==> src/rtl/uart_pwm_frame.sv <==
// ---------------------------------------------------------------------------
// uart_pwm_frame
// Purpose : parses fixed-length UART frames (NUM_CH data bytes followed by a
//           0x0A terminator) into per-channel PWM duty bytes and drives
//           NUM_CH PWM outputs from one shared period counter. New duties
//           are committed only at the period boundary.
// Optional: define UART_PWM_TIMEOUT_EN to enable the inter-byte gap timeout
//           that drops a stalled partial frame after TIMEOUT_CYC idle cycles.
// Ports   : i_clk        - clock, rising edge
//           i_resetn     - asynchronous active-low reset
//           i_rx_valid   - one-cycle strobe per received byte (no ready;
//                          every strobe is consumed, back-to-back allowed)
//           i_rx_data    - received byte, valid while i_rx_valid=1
//           i_pwm_en     - 0 forces o_pwm low, counter keeps running
//           o_pwm        - registered PWM outputs, bit k from frame byte k
//           o_frame_ok   - one-cycle pulse, frame accepted
//           o_frame_err  - one-cycle pulse, frame dropped
//           o_err_cnt    - saturating dropped-frame count
//           o_duty0      - active duty byte of channel 0
//           o_dbg_state  - parser state (0=DATA, 1=TERM, 2=RESYNC)
// ---------------------------------------------------------------------------
module uart_pwm_frame #(
  parameter int NUM_CH      = 2,
  parameter int PWM_PERIOD  = 540540,
  parameter int TIMEOUT_CYC = 1000000
) (
  input  logic              i_clk,
  input  logic              i_resetn,
  input  logic              i_rx_valid,
  input  logic [7:0]        i_rx_data,
  input  logic              i_pwm_en,
  output logic [NUM_CH-1:0] o_pwm,
  output logic              o_frame_ok,
  output logic              o_frame_err,
  output logic [7:0]        o_err_cnt,
  output logic [7:0]        o_duty0,
  output logic [1:0]        o_dbg_state
);

  // Counter width is the minimum that holds PWM_PERIOD-1.
  localparam int              CW        = $clog2(PWM_PERIOD);
  localparam int              IW        = (NUM_CH > 1) ? $clog2(NUM_CH) : 1;
  localparam logic [CW-1:0]   CNT_LAST  = CW'(PWM_PERIOD - 1);
  localparam logic [IW-1:0]   IDX_LAST  = IW'(NUM_CH - 1);
  localparam logic [CW+7:0]   PERIOD_W  = (CW + 8)'(PWM_PERIOD);
  localparam logic [7:0]      TERM_BYTE = 8'h0A;

  if (NUM_CH < 1 || NUM_CH > 16 || PWM_PERIOD < 2 || TIMEOUT_CYC < 1) begin : g_bad_params
    $error("uart_pwm_frame: parameter out of range");
  end

  typedef enum logic [1:0] {
    ST_DATA   = 2'd0,
    ST_TERM   = 2'd1,
    ST_RESYNC = 2'd2
  } state_t;

  state_t                  state_q, state_d;
  logic [IW-1:0]           idx_q, idx_d;
  logic [CW-1:0]           cnt_q, cnt_d;
  logic                    pend_q, pend_d;
  logic [NUM_CH-1:0][7:0]  rx_buf_q, rx_buf_d;
  logic [NUM_CH-1:0][7:0]  pend_buf_q, pend_buf_d;
  logic [NUM_CH-1:0][7:0]  duty_q, duty_d;
  logic [NUM_CH-1:0]       pwm_q, pwm_d;
  logic                    ok_q, ok_d;
  logic                    err_q, err_d;
  logic [7:0]              err_cnt_q, err_cnt_d;
  logic [NUM_CH-1:0][CW-1:0] thr;
  logic                    wrap;
  logic                    timeout_hit;

  assign wrap  = (cnt_q == CNT_LAST);
  assign cnt_d = wrap ? '0 : cnt_q + CW'(1);

`ifdef UART_PWM_TIMEOUT_EN
  localparam int             GW      = $clog2(TIMEOUT_CYC + 1);
  localparam logic [GW-1:0]  GAP_MAX = GW'(TIMEOUT_CYC);

  logic [GW-1:0] gap_q, gap_d;
  logic          gap_active;

  // Only a partially received frame is timed; an idle line between frames
  // (DATA with idx=0) or a resync hunt never times out.
  assign gap_active  = ((state_q == ST_DATA) && (idx_q != '0)) || (state_q == ST_TERM);
  // A byte arriving in the expiry cycle takes priority over the timeout.
  assign timeout_hit = gap_active && (gap_q == GAP_MAX) && !i_rx_valid;

  always_comb begin
    gap_d = gap_q;
    if (i_rx_valid || timeout_hit) begin
      gap_d = '0;
    end else if (gap_active) begin
      gap_d = gap_q + GW'(1);
    end
  end

  always_ff @(posedge i_clk or negedge i_resetn) begin
    if (!i_resetn) begin
      gap_q <= '0;
    end else begin
      gap_q <= gap_d;
    end
  end
`else
  // Without the timeout a partial frame waits indefinitely.
  assign timeout_hit = 1'b0;
`endif

  // Parser, pending-frame and duty commit logic.
  always_comb begin
    state_d    = state_q;
    idx_d      = idx_q;
    rx_buf_d   = rx_buf_q;
    pend_buf_d = pend_buf_q;
    pend_d     = pend_q;
    duty_d     = duty_q;
    ok_d       = 1'b0;
    err_d      = 1'b0;
    err_cnt_d  = err_cnt_q;

    // Commit at the boundary uses the pending buffer as it stands this
    // cycle; a frame accepted in the same cycle overrides pend_d below and
    // therefore waits for the next boundary.
    if (wrap && pend_q) begin
      duty_d = pend_buf_q;
      pend_d = 1'b0;
    end

    if (i_rx_valid) begin
      case (state_q)
        ST_DATA: begin
          // Framing is positional: 0x0A in a data slot is ordinary data.
          rx_buf_d[idx_q] = i_rx_data;
          if (idx_q == IDX_LAST) begin
            idx_d   = '0;
            state_d = ST_TERM;
          end else begin
            idx_d = idx_q + IW'(1);
          end
        end
        ST_TERM: begin
          if (i_rx_data == TERM_BYTE) begin
            pend_buf_d = rx_buf_q;
            pend_d     = 1'b1;
            ok_d       = 1'b1;
            state_d    = ST_DATA;
          end else begin
            err_d   = 1'b1;
            state_d = ST_RESYNC;
          end
        end
        ST_RESYNC: begin
          if (i_rx_data == TERM_BYTE) begin
            state_d = ST_DATA;
            idx_d   = '0;
          end
        end
        default: begin
          state_d = ST_DATA;
          idx_d   = '0;
        end
      endcase
    end else if (timeout_hit) begin
      err_d   = 1'b1;
      state_d = ST_DATA;
      idx_d   = '0;
    end

    if (err_d && (err_cnt_q != 8'hFF)) begin
      err_cnt_d = err_cnt_q + 8'd1;
    end
  end

  // Threshold per channel: (duty * PWM_PERIOD) >> 8, computed at full
  // product width so nothing is lost before the shift.
  for (genvar k = 0; k < NUM_CH; k++) begin : g_ch
    assign thr[k]   = CW'(((CW + 8)'(duty_q[k]) * PERIOD_W) >> 8);
    assign pwm_d[k] = (cnt_q < thr[k]) & i_pwm_en;
  end

  always_ff @(posedge i_clk or negedge i_resetn) begin
    if (!i_resetn) begin
      state_q    <= ST_DATA;
      idx_q      <= '0;
      cnt_q      <= '0;
      pend_q     <= 1'b0;
      rx_buf_q   <= '0;
      pend_buf_q <= '0;
      duty_q     <= '0;
      pwm_q      <= '0;
      ok_q       <= 1'b0;
      err_q      <= 1'b0;
      err_cnt_q  <= '0;
    end else begin
      state_q    <= state_d;
      idx_q      <= idx_d;
      cnt_q      <= cnt_d;
      pend_q     <= pend_d;
      rx_buf_q   <= rx_buf_d;
      pend_buf_q <= pend_buf_d;
      duty_q     <= duty_d;
      pwm_q      <= pwm_d;
      ok_q       <= ok_d;
      err_q      <= err_d;
      err_cnt_q  <= err_cnt_d;
    end
  end

  assign o_pwm       = pwm_q;
  assign o_frame_ok  = ok_q;
  assign o_frame_err = err_q;
  assign o_err_cnt   = err_cnt_q;
  assign o_duty0     = duty_q[0];
  assign o_dbg_state = state_q;

endmodule

==> config.mk <==
export PLATFORM = sky130hd
export DESIGN_NAME = uart_pwm_frame
export DESIGN_NICKNAME = d
export VERILOG_FILES = /design/src/rtl/uart_pwm_frame.sv
export SDC_FILE = /design/constraint.sdc
export NUM_CORES = 1
export LEC_CHECK = 0
export ABC_CLOCK_PERIOD_IN_PS = 7630
export CORE_MARGIN = 1
export CORE_UTILIZATION = 60
export CTS_CLUSTER_SIZE = 20
export DETAILED_ROUTE_END_ITERATION = 10
export PLACE_DENSITY = 0.77
export RECOVER_POWER = 25
export SETUP_SLACK_MARGIN = 0.3
export SLEW_MARGIN = 10
export SYNTH_ARGS = -nofsm -noshare
export SYNTH_HDL_FRONTEND = slang
export SYNTH_SLANG_ARGS = --single-unit
==> constraint.sdc <==
create_clock -name i_clk -period 7.63 [get_ports i_clk]
set_input_delay 0.763 -clock i_clk [delete_from_list [all_inputs] [get_ports i_clk]]
set_output_delay 0.763 -clock i_clk [all_outputs]
set_load 0.02 [all_outputs]
==> impl_metrics.env <==
# yosys + openroad results
export IMPL_slowest_stage="fa_1"
export IMPL_synthesis_nets=1171
export IMPL_cp_arrival_ns=6.33
export IMPL_status="complete, but fails checks"
export IMPL_ys_seq_share=0.231
export IMPL_p_comb_mw=0.182
export IMPL_wl_met2_mm=8.37
export IMPL_ir_drop_mv=0.196
export IMPL_overflow=0
export IMPL_power_density_nw_per_um2=120
export IMPL_synthAdderAreaFrac=0.352
export IMPL_clk_path_buf_depth=2
export IMPL_drtIter0Drc=402
export IMPL_dr_wl_met3_um=723
export IMPL_grt_max_degree=67
export IMPL_synthSimpleGateAreaFrac=0.122
export IMPL_period_minus_slack_ns=6.06
export IMPL_async_flop_share=1.00
export IMPL_design_area_um2=9870
export IMPL_cts_tree="done"
export IMPL_xor_share=0.0471
export IMPL_p_seq_frac=0.476
export IMPL_end_kind="flip-flop"
export IMPL_ys_sh_aoi=0.123
export IMPL_cts_sinks=84
export IMPL_top_logic_kind="adder cells"
export IMPL_detail_route_vias_per_cell=5.70
export IMPL_die_h_um=125
export IMPL_post_route_drc_count=0
export IMPL_htree_levels=3
export IMPL_max_cap_viol_count=1
export IMPL_yosys_area_um2=9120
export IMPL_maxPowerGroup="sequential cells"
export IMPL_busiest_layer="met2"
export IMPL_placedCellCount=1149
export IMPL_syn_avg_cell_area_um2=9.61
export IMPL_ys_flops=84
export IMPL_grtUsageMet1=0.347
export IMPL_power_mw=1.18
export IMPL_fin_setup_tns_ns=0
export IMPL_slowest_delay_ns=0.84
export IMPL_path_cells="fa_1 -> fa_1 -> fa_1 -> inv_1 -> fa_1 -> inv_1 -> ha_1 -> o21a_1 -> nor2_1 -> o21ai_0 -> o211ai_1 -> nor4b_1 -> a311oi_1 -> ha_1 -> nand2_1 -> nor2_1 -> o2111ai_1 -> a21oi_1 -> or4_1 -> a21oi_1"
export IMPL_worst_setup_path_type="reg2reg"
export IMPL_holdWs_ns=0.472
export IMPL_placed_cell_area_um2=9570
export IMPL_top_cell_area_share=0.231
export IMPL_cp_common_cell="fa_1"
export IMPL_top_cell="inv_1"
export IMPL_cp_num_buf_inv=2
export IMPL_fmaxAchievable_mhz=165
export IMPL_p_leak_nw=5.09
export IMPL_final_util=0.671
export IMPL_cts_resized_gates=0
export IMPL_fin_skew_ns=0.00634
export IMPL_grt_setup_unrepaired="no"
export IMPL_highest_layer="met4"
export IMPL_cts_setup_buffers=0
export IMPL_layout_top_cells="162 x inv_1, 132 x ha_1, 84 x dfrtp_1"
export IMPL_fp_dieW_um=125
export IMPL_yosysWarnings=0
export IMPL_die_area_um2=15700
export IMPL_antenna_found_initial=0
export IMPL_nets=1198
export IMPL_sw_frac_of_total=0.285
export IMPL_clock_latency_ns=0.34
export IMPL_fp_util=0.620
export IMPL_mux_share=0.0453
export IMPL_root_buffer="clkbuf_16"
export IMPL_relSlewSlack=-1.24
export IMPL_yosys_top_cells_count="162 x inv_1, 132 x ha_1, 84 x dfrtp_1"
export IMPL_place_hpwl_mm=14.7
export IMPL_cpLargestDelayFamily="adder cells"
export IMPL_grt_met3_usage=0.0389
export IMPL_worstPathMaxFanout=15
export IMPL_synth_edff_count=0
export IMPL_preCtsSetupSlack_ns=1.59
export IMPL_p_int_mw=0.846
export IMPL_clk_pin_slew_ns=0.07
export IMPL_drive_gt1_frac=0.0693
export IMPL_syn_area_um2=9120
export IMPL_routabilityCongestion=0.871
export IMPL_setup_viol=0
export IMPL_cts_inserted_buffers=9
export IMPL_ys_types=74
export IMPL_min_path_type="reg2reg"
export IMPL_grt_pass1_wl_mm=31.1
export IMPL_hold_buffers=0
export IMPL_io_buffers=33
export IMPL_lay_top_count="inv_1"
export IMPL_setup_ws_ns=1.57
export IMPL_ioPinCount=34
export IMPL_required_ns=7.89
export IMPL_fp_coreArea_um2=14700
export IMPL_hold_viol_final=0
export IMPL_areaGrowthSynthToFinish_pct=8.22
export IMPL_syn_instance_count=949
export IMPL_globalRouteMet2Util=0.402
export IMPL_setup_worst_path_start_class="flip-flop"
export IMPL_ys_flop_type="dfrtp_1"
export IMPL_pwr_share_clk=0.371
export IMPL_ys_cells=949
export IMPL_pg_clk_mw=0.439
export IMPL_p_switching_mw=0.337
export IMPL_top_area_cell="dfrtp_1"
export IMPL_area_leaders="dfrtp_1 23%, ha_1 18%, fa_1 17%, inv_1 6.7%, mux2_2 4.2%"
export IMPL_grt_pass1_vias=6429
export IMPL_min_period_over_period=0.795
export IMPL_violations="capacitance limit, slew limit"
export IMPL_row_count=44
export IMPL_worst_pin_slew_ns=3.37
export IMPL_antenna_left=0
export IMPL_powerSeq_mw=0.563
export IMPL_pwr_share_comb=0.154
export IMPL_diodes=0
export IMPL_firstDrtPassIters=5
export IMPL_report_final_slew_viol_count=67
export IMPL_warnings=36
export IMPL_met1_length_mm=8.88
## cell families (layout without fill, tap and decap cells)
logic type | count (synthesis) | count (layout)
buffers and inverters | 182 | 214
AND/OR/NAND/NOR | 225 | 225
XOR/XNOR | 49 | 49
flip-flops | 84 | 84
multiplexers | 37 | 37
adder cells (fa/ha/maj) | 210 | 210
AND-OR/OR-AND | 162 | 162
## worst paths after layout
| check | start | to | slack [ns] | cells after the start |
|---|---|---|---|---|
| setup / recovery | o_duty0[5]$_DFFE_PN0P_ | o_pwm[0]$_DFF_PN0_ | 1.57 | 20 |
| hold / removal | pend_buf_q[4]$_DFFE_PN0P_ | pend_buf_q[4]$_DFFE_PN0P_ | 0.47 | 2 |
| setup reg to reg | o_duty0[5]$_DFFE_PN0P_ | o_pwm[0]$_DFF_PN0_ | 1.57 | 20 |
| hold reg to reg | pend_buf_q[4]$_DFFE_PN0P_ | pend_buf_q[4]$_DFFE_PN0P_ | 0.47 | 2 |
| max in group asynchronous | i_resetn | rx_buf_q[4]$_DFFE_PN0P_ | 3.35 | 2 |
| min in group asynchronous | i_resetn | cnt_q[3]$_DFF_PN0_ | 0.57 | 1 |
## area by class of cell
cell class,instances,area [um^2]
Tap cell,184,230
Inverter,164,616
Timing Repair Buffer,34,328
Clock inverter,7,76.3
Fill cell,1172,4830
Clock buffer,9,225
Sequential cell,84,2100
Multi-Input combinational cell,683,6290
## flip-flops by register name, summed over array words and instances (netlist names)
| name | count |
|---|---|
| pend_q | 1 |
| o_err_cnt | 8 |
| idx_q | 1 |
| o_dbg_state | 2 |
| o_duty0 | 8 |
| o_pwm | 2 |
| o_frame_err | 1 |
| duty_q | 8 |
| o_frame_ok | 1 |
| rx_buf_q | 16 |
| cnt_q | 20 |
| pend_buf_q | 16 |
### Selected gate families

Scale bar: 50 um.
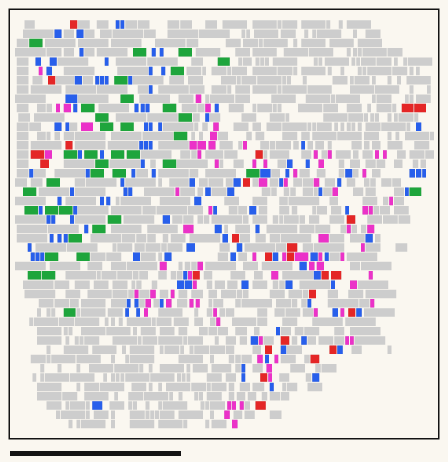
- magenta: NOR gates (cells 77; most used nor2_1)
- green: multiplexers (cells 37; most used mux2_2)
- blue: NAND gates (cells 123; most used nand2_1)
- red: AND and OR gates (cells 25; most used and3_1)
logic share of the area: 0.637
Finished Layout Cells: 1,165

### A small window of the routed layout

Scale bar: 10 um. Region (50, 25) to (75, 50) um. Cells in gray, sequential cells in the stronger gray; small squares are vias.
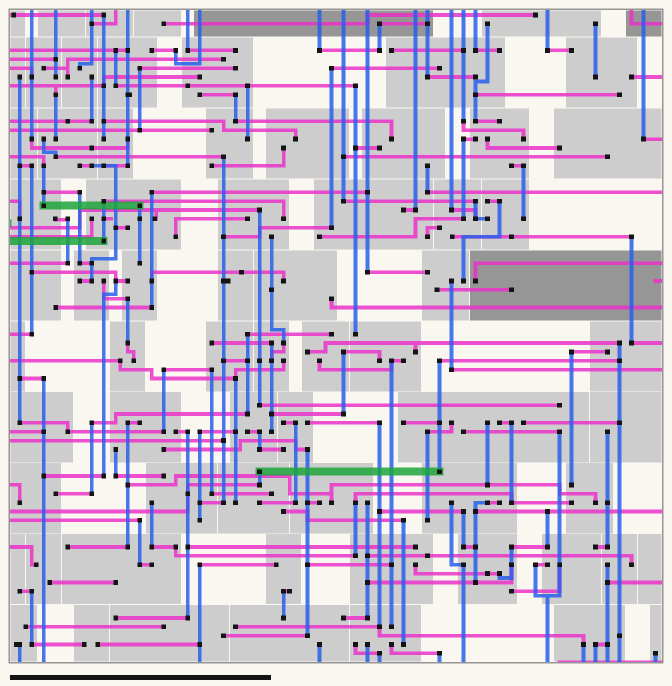
- green: met3
- blue: met2
- magenta: met1
- sequential cells in the window: 1
- netlist names of flops here include: `o_pwm` (1)
- most frequent: nor2_1 (7), ha_1 (7)
- cells with their middle in the window: 57

### Routed metal per tile

The die is cut into 25 by 25 equal tiles; black is low, pale yellow is high, scaled to the fullest tile. Values are wire area over tile area, all layers added.
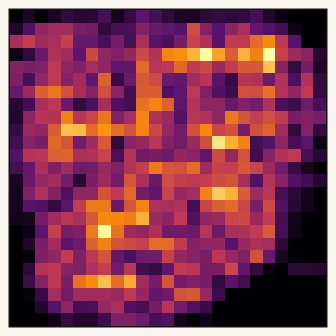
- mean over tiles: 0.18
- emptiest ninth of the die: lower right
- fullest tile: 0.52
WL final: 18.2 mm
Routed WL per cell: 15.6 um
GRT Util Overall: 0.245
Vias: 6,637

### Clock wires, drivers and flops

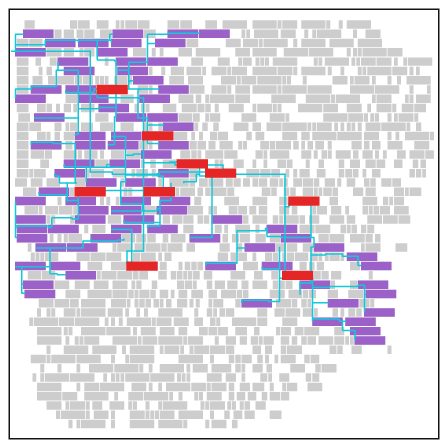
- cyan: clock wires (length 1,070 um)
- purple: flip-flops (count 84)
- red: cells driving clock nets (count 9)
- routed clock nets: 10

